[config.mk]
export PLATFORM = sky130hd
export DESIGN_NAME = fifo_wr_ctrl
export DESIGN_NICKNAME = d
export VERILOG_FILES = /design/src/rtl/fifo_wr_ctrl.sv
export SDC_FILE = /design/constraint.sdc
export NUM_CORES = 1
export LEC_CHECK = 0
export ABC_AREA = 0
export CORE_MARGIN = 3
export CORE_UTILIZATION = 45
export CTS_CLUSTER_DIAMETER = 80
export DETAILED_ROUTE_END_ITERATION = 16
export DONT_BUFFER_PORTS = 1
export PLACE_DENSITY = 0.71
export SYNTH_ARGS = -nofsm -noshare
export SYNTH_HDL_FRONTEND = slang
export SYNTH_SLANG_ARGS = --single-unit
[constraint.sdc]
create_clock -name wclk -period 4.9 [get_ports wclk]
set_input_delay 0.735 -clock wclk [delete_from_list [all_inputs] [get_ports wclk]]
set_output_delay 0.735 -clock wclk [all_outputs]
set_load 0.005 [all_outputs]
[src/rtl/fifo_wr_ctrl.sv]
// Write-side controller of an asynchronous FIFO: binary/Gray write pointer,
// read-pointer synchroniser, full / almost-full / level flags and sticky overflow.
module fifo_wr_ctrl #(
    parameter int unsigned ADDR_WIDTH  = 4,
    parameter int unsigned SYNC_STAGES = 2,
    parameter int unsigned AFULL_LEVEL = 12
) (
    input  logic                  wclk,
    input  logic                  wrst_n,
    input  logic                  winc,
    input  logic [ADDR_WIDTH:0]   rptr_gray,
    input  logic                  ovf_clr,
    output logic                  wen,
    output logic [ADDR_WIDTH-1:0] waddr,
    output logic [ADDR_WIDTH:0]   wptr_gray,
    output logic                  wfull,
    output logic                  walmost_full,
    output logic [ADDR_WIDTH:0]   wlevel,
    output logic                  wovf
);

    localparam int unsigned PW = ADDR_WIDTH + 1;

    logic [PW-1:0] r_sync [SYNC_STAGES];
    logic [PW-1:0] r_wbin;
    logic [PW-1:0] r_wptr_gray;
    logic          r_wfull;
    logic          r_walmost_full;
    logic [PW-1:0] r_wlevel;
    logic          r_wovf;

    logic          w_push;
    logic          w_ovf_evt;
    logic [PW-1:0] w_wq2_rptr;
    logic [PW-1:0] w_rbin;
    logic [PW-1:0] w_wbin_next;
    logic [PW-1:0] w_wgray_next;
    logic [PW-1:0] w_full_cmp;
    logic [PW-1:0] w_level_next;
    logic          w_full_next;
    logic          w_afull_next;

    // Gray to binary: each binary bit is the XOR of all Gray bits at or above it
    function automatic logic [PW-1:0] gray2bin(input logic [PW-1:0] g);
        logic [PW-1:0] b;
        b = g;
        for (int s = 1; s < int'(PW); s++) begin
            b = b ^ (g >> s);
        end
        return b;
    endfunction

    // Read-pointer synchroniser; nothing else samples rptr_gray
    always_ff @(posedge wclk or negedge wrst_n) begin
        if (!wrst_n) begin
            for (int i = 0; i < int'(SYNC_STAGES); i++) begin
                r_sync[i] <= '0;
            end
        end else begin
            r_sync[0] <= rptr_gray;
            for (int i = 1; i < int'(SYNC_STAGES); i++) begin
                r_sync[i] <= r_sync[i-1];
            end
        end
    end

    assign w_wq2_rptr = r_sync[SYNC_STAGES-1];
    assign w_rbin     = gray2bin(w_wq2_rptr);

    assign w_push       = winc & ~r_wfull;
    assign w_ovf_evt    = winc & r_wfull;
    assign w_wbin_next  = r_wbin + PW'(w_push);
    assign w_wgray_next = w_wbin_next ^ (w_wbin_next >> 1);

    // Full when the write pointer is one lap ahead of the synchronised read pointer
    assign w_full_cmp   = {~w_wq2_rptr[PW-1:PW-2], w_wq2_rptr[PW-3:0]};
    assign w_full_next  = (w_wgray_next == w_full_cmp);
    assign w_level_next = w_wbin_next - w_rbin;
    assign w_afull_next = (w_level_next >= PW'(AFULL_LEVEL));

    // Pointer and flag registers
    always_ff @(posedge wclk or negedge wrst_n) begin
        if (!wrst_n) begin
            r_wbin         <= '0;
            r_wptr_gray    <= '0;
            r_wfull        <= 1'b0;
            r_walmost_full <= 1'b0;
            r_wlevel       <= '0;
        end else begin
            r_wbin         <= w_wbin_next;
            r_wptr_gray    <= w_wgray_next;
            r_wfull        <= w_full_next;
            r_walmost_full <= w_afull_next;
            r_wlevel       <= w_level_next;
        end
    end

    // Sticky overflow; a new overflow beats a simultaneous clear
    always_ff @(posedge wclk or negedge wrst_n) begin
        if (!wrst_n) begin
            r_wovf <= 1'b0;
        end else if (w_ovf_evt) begin
            r_wovf <= 1'b1;
        end else if (ovf_clr) begin
            r_wovf <= 1'b0;
        end
    end

    assign wen          = w_push;
    assign waddr        = r_wbin[ADDR_WIDTH-1:0];
    assign wptr_gray    = r_wptr_gray;
    assign wfull        = r_wfull;
    assign walmost_full = r_walmost_full;
    assign wlevel       = r_wlevel;
    assign wovf         = r_wovf;

endmodule

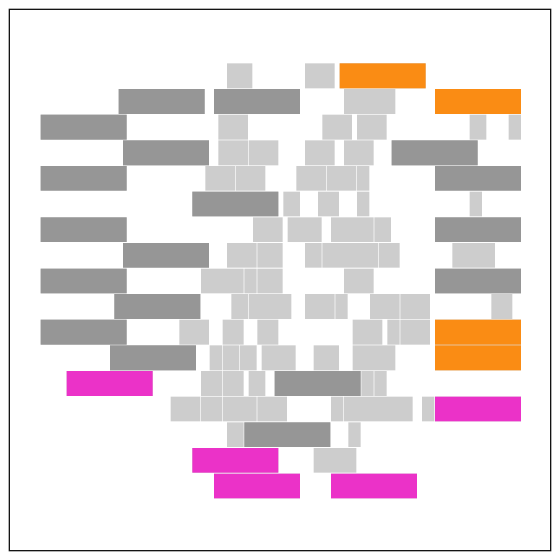
**Above:** run 1 (sequential cells coloured by netlist name).
[orange] `wptr_gray` | placed flops: 4
[magenta] `wlevel` | placed flops: 5
not coloured: 18

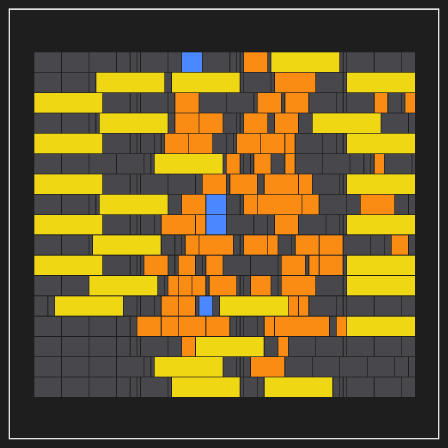
**Above:** run 1 (placed cells, one colour a class).
Fill, decap, tap and diode cells in grey.
[yellow] registers | cells: 27 | share of their area: 56%
[blue] clock drivers and dummy loads | cells: 4 | share of their area: 2.3%
[orange] remaining logic cells | cells: 65 | share of their area: 42%

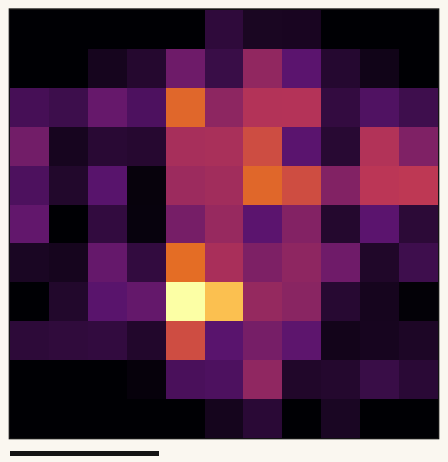
**Above:** run 1 (routed metal per tile).
The bar under the picture is 20 um long. 11 x 11 tiles, from black (low) to pale yellow (high), scaled to the fullest tile. Values are wire area over tile area, all layers added.
mean over tiles: 0.088
fullest tile: 0.44
tiles over half the peak: 7.4%
nearly empty tiles: 22%
densest ninth of the die: centre
emptiest ninth of the die: south-west

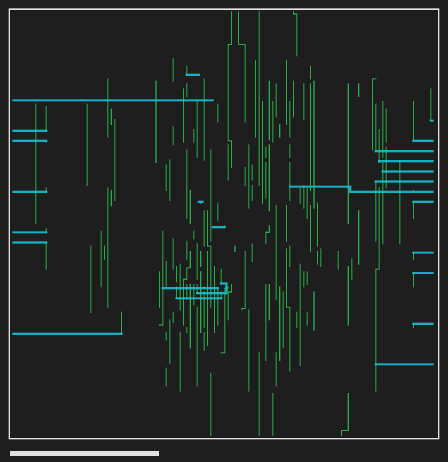
**Above:** run 1 (routed metal, one colour a layer).
The bar under the picture is 20 um long. Only two layers are drawn.
[cyan] M3 | wire length: 155 um
[green] M2 | wire length: 899 um
Total GRT Usage: 11.22%
Wirelength per Cell: 14.08 um
via count: 675
DRT Wirelength: 1746 um

==> flow_summary.toml, run 1 <==
# generated from flow reports
[outcome]
status = "complete, no violations"

[clocking]
post_cts_resized = 0
numCtsBuffers = 3
cts_max_path_buffers = 2
htree_levels = 1
root_buffer = "clkbuf_4"
cts_tree = "yes"

[route]
wl_met1_um = 658
ant_nets = 0
drt_pass1_iterations = 4
initialDrtViolationCount = 4
wl_met3_um = 154
wl_met2_um = 898
route.detailed.drc = 0
top_layer = "met4"

[global_route]
use_met3_pct = 2.941
grt-busiest-layer = "met2"
antenna_found_initial = 0
use_met2_pct = 19.74
grt_remaining_overflow = 0
use_met1_pct = 12.72

[synthesis]
netlist_area_mm2 = 0.001185
ys_sh_aoi_pct = 5.702
postSynthCellCount = 93
ys.flops = 27
topCombFamilyByArea = "XOR/XNOR gates"
avgSynthCellArea_um2 = 12.74
adder_share_pct = 8.025
ys_cells = 93
mux_area_share_pct = 0.8448
syn_nets = 109
yosysUniqueCellTypes = 26
xor_share_pct = 16.90

[floorplan]
io_pins = 27
chip_area_mm2 = 0.003285
core_mm2 = 0.002361
die_w_um = 57.32
placementRows = 17

[placed_design]
place_congestion = 0.7496

[flow_run]
warnings = 26
maxCapViolations = 0

[worst_setup_path]
worstSetupStartpointType = "register"
ff2ff_path_depth = 10
crit_path_end_kind = "register"
r2r_setup_slack_ns = 1.83
crit_end = "walmost_full$_DFF_PN0_"

[sta]
finalClockPeriodUsage_pct = 62.60
skew_ns = 0.002188
fin_setup_tns_ns = 0
whs_ns = 0.08821

[power_and_ir_drop]
power.group.top = "combinational cells"
p_sw_uw = 354.4
p_int_uw = 546.9
p_clk_uw = 92.2
leakage_nw = 0.5608
pwr-share-clk_pct = 10.2
peakVddDrop_mv = 0.2816

[final_layout]
fin_nets = 113
antenna_cells = 0
drive_gt1_share_pct = 8.333

[min_path]
min_path_type = "input port to asynchronous set/reset pin"
==> run 1: flip-flops by register name, summed over array words and instances, names as in the netlist <==
name,flops
r_sync,5
r_wbin,5
w_wq2_rptr,5
wlevel,5
wptr_gray,4
walmost_full,1
wfull,1
wovf,1
==> run 1: critical path, stage by stage (launching register included) <==
cell and delay, ns:
dfrtp_1 0.42, xnor2_1 0.24, xor2_1 0.25, xor2_1 0.30
xnor2_1 0.11, ha_1 0.21, fa_1 0.47, nor2b_1 0.15
o21ai_0 0.10, and3_1 0.21, or4b_1 0.49
==> run 1: layout make-up <==
type / count / area (um^2)
clock buffers: 3 / 22.52
clock inverters: 1 / 5.005
fillers: 203 / 1119
inverters: 10 / 37.54
multi-input cells: 55 / 466.7
flip-flops and latches: 27 / 675.6
well taps: 28 / 35.03
==> run 1: synthesized netlist by cell type (2+ instances only) <==
cell type | instances | area share (%)
o21ai_0 | 2 | 0.84
nand3_1 | 4 | 1.7
nand2_1 | 3 | 0.95
nor2b_1 | 2 | 1.1
dfrtp_1 | 27 | 57
ha_1 | 6 | 6.3
inv_1 | 10 | 3.2
xnor2_1 | 15 | 11
xor2_1 | 6 | 4.4
a21oi_1 | 2 | 0.84
==> run 1: metrics by stage <==
stage | setup WS, ns | cells | utilization, % | total power [mW]
4_1_cts | 1.802 | 124 | 52.62 | 0.9187
2_1_floorplan | 1.852 | 93 | - | 0.7430
3_3_place_gp | 1.714 | 120 | 51.46 | 0.8019
6_report | 1.833 | 124 | 52.62 | 0.9013
3_5_place_dp | 1.606 | 120 | 51.46 | 0.8195
5_1_grt | 1.590 | 124 | 52.62 | 0.9835
==> run 2: changes to the inputs <==
Clock period 4.9 ns to 3.1 ns, I/O delays scaled along.
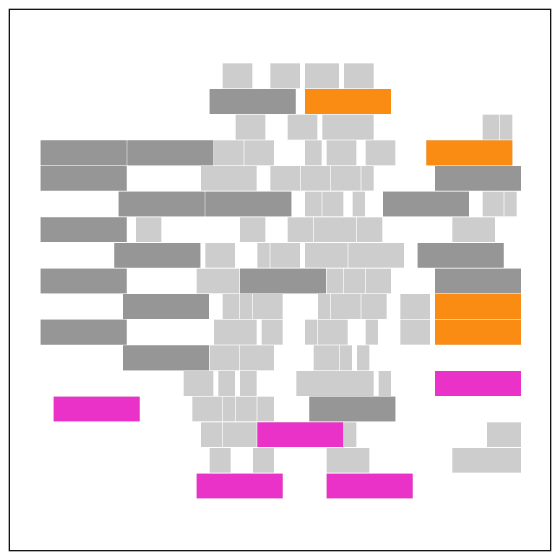
**Above:** run 2 (sequential cells coloured by netlist name).
[magenta] `wlevel` | placed flops: 5
[orange] `wptr_gray` | placed flops: 4
not coloured: 18

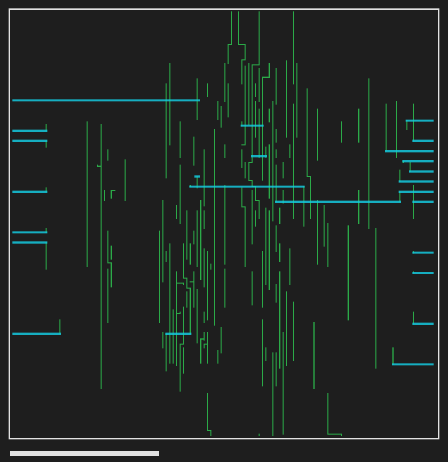
**Above:** run 2 (routed metal, one colour a layer).
The bar under the picture is 20 um long. Only two layers are drawn.
[green] M2 | wire length: 881 um
[cyan] M3 | wire length: 136 um
DRT Wirelength: 1738 um
Wirelength per Cell: 13.47 um

==> run 2 against run 1 <==
Against the previous run:
- sequential share of layout area fell by 2.6 points
- clock power rose by 58%
- worst hold slack improved by 0.074 ns
- register-to-register slack got worse by 1.6 ns
- non-clock buffer count rose by 5
- critical path depth did not move
- synthesized area did not move
- global-route usage rose by 0.32 points
- count of clock-buffer cells in the layout rose by 1
- highest routed layer unchanged
==> flow_summary.toml, run 2 <==
# generated from flow reports
[final_layout]
fin_cells = 129
fin_nets = 118
final_util_pct = 55.22
n_fill_cell = 206
drive_gt1_share_pct = 12.87
antenna_cells = 0

[route]
initialDrtViolationCount = 13
wl_met3_um = 135
ant_nets = 0
drt_pass1_iterations = 4
top_layer = "met4"
vias = 670
wl_met1_um = 710

[sta]
whs_ns = 0.1623

[global_route]
antenna_found_initial = 0
grt-busiest-layer = "met2"
use_met3_pct = 4.525
use_met1_pct = 12.54

[worst_setup_path]
critPathMaxStageDelay_ns = 0.50
worstSetupStartpointType = "register"
crit_path_frequent_cell = "xor2_1"
path_cells = "xnor2_2, xor2_1, xor2_1, xnor2_1, ha_1, fa_2, nor2b_1, o21ai_0, and3_1, or4b_1"
crit_family = "simple AND/OR/NAND/NOR gates"
cp_num_buf_inv = 0
slowest_stage = "or4b_1"
crit_path_end_kind = "register"

[min_path]
min_path_type = "input port to register"

[synthesis]
syn_nets = 109
area_leaders = "dfrtp_1 (57%), xnor2_1 (11%), ha_1 (6.3%)"
yosysUniqueCellTypes = 26
top_cells_by_count = "dfrtp_1 (27), xnor2_1 (15), inv_1 (10), ha_1 (6), xor2_1 (6)"
netlist_area_mm2 = 0.001185
postSynthCellCount = 93
most_common_cell = "dfrtp_1"
avgSynthCellArea_um2 = 12.74

[power_and_ir_drop]
power_mw = 1.463
p_sw_uw = 572.2
leakage_nw = 0.5911
peakVddDrop_mv = 0.5980
p_int_uw = 891.0
pwr-share-clk_pct = 10.0

[clocking]
cts_tree = "yes"
root_buffer = "clkbuf_4"
numCtsBuffers = 3
htree_levels = 1
cts_max_path_buffers = 2

[floorplan]
io_pins = 27
core_mm2 = 0.002361
die_w_um = 57.32

[placed_design]
dp_slack_ns = 0.01187
place_congestion = 0.7993
dp_cells = 122

[flow_run]
maxCapViolations = 0

[outcome]
status = "complete, no violations"
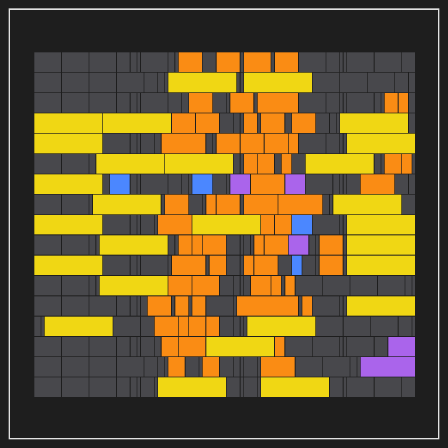
**Above:** run 2 (placed cells, one colour a class).
Fill, decap, tap and diode cells in grey.
[yellow] registers | cells: 27 | share of their area: 53%
[orange] remaining logic cells | cells: 65 | share of their area: 41%
[purple] remaining buffers and delay cells | cells: 5 | share of their area: 4.1%
[blue] clock drivers and dummy loads | cells: 4 | share of their area: 2.1%

==> run 2: cell counts after synthesis <==
No cell type changed its count.
==> run 2: cells by family (layout without fill, tap and decap cells) <==
family / after synthesis / in the layout / synth area share (%)
flops: 27 / 27 / 57.02
xor+xnor: 22 / 22 / 16.90
simple gates: 16 / 16 / 7.921
buf+inv: 11 / 19 / 3.590
compound gates: 9 / 9 / 5.703
fa+ha+maj: 7 / 7 / 8.025
mux: 1 / 1 / 0.8448
==> run 2: path summary, 6_finish.rpt <==
check	startpoint	end	slack [ns]	cells past startpoint
min reg2reg	r_sync[9]$_DFF_PN0_	w_wq2_rptr[4]$_DFF_PN0_	0.36	0
max reg2reg	w_wq2_rptr[3]$_DFF_PN0_	walmost_full$_DFF_PN0_	0.21	10
min in group asynchronous	wrst_n	walmost_full$_DFF_PN0_	0.55	2
max	w_wq2_rptr[3]$_DFF_PN0_	walmost_full$_DFF_PN0_	0.21	10
min	rptr_gray[0]	r_sync[5]$_DFF_PN0_	0.16	0
max in group asynchronous	wrst_n	r_wbin[3]$_DFF_PN0_	2.39	2
==> run 2: final cells by class <==
class                      count  share of cell area [%]
timing repair buffer           5                   4.031
multi-input combinational     55                   36.56
clock buffer                   4                   2.015
inverter                      10                   2.879
tap                           28                   2.687
sequential                    27                   51.82
==> run 2: timing repair <==
item / in CTS / in global routing
pin swaps: 1 / 1
endpoints found under the setup margin: 1 / 1
hold buffers: 2 / 0
setup buffers: 1 / 0
resized: 0 / 2
hold endpoints to repair: 27 / 0
==> run 2: power by group through the flow <==
stage               Sequential [mW]  Combinational [mW]  Clock (mW)
floorplan                     0.565               0.609           0
global placement              0.595               0.689           0
detailed placement            0.597               0.719           0
CTS                           0.588               0.739       0.155
global route                  0.601               0.828       0.170
finish                        0.585               0.732       0.146
Power and IR drop assume default switching activity.
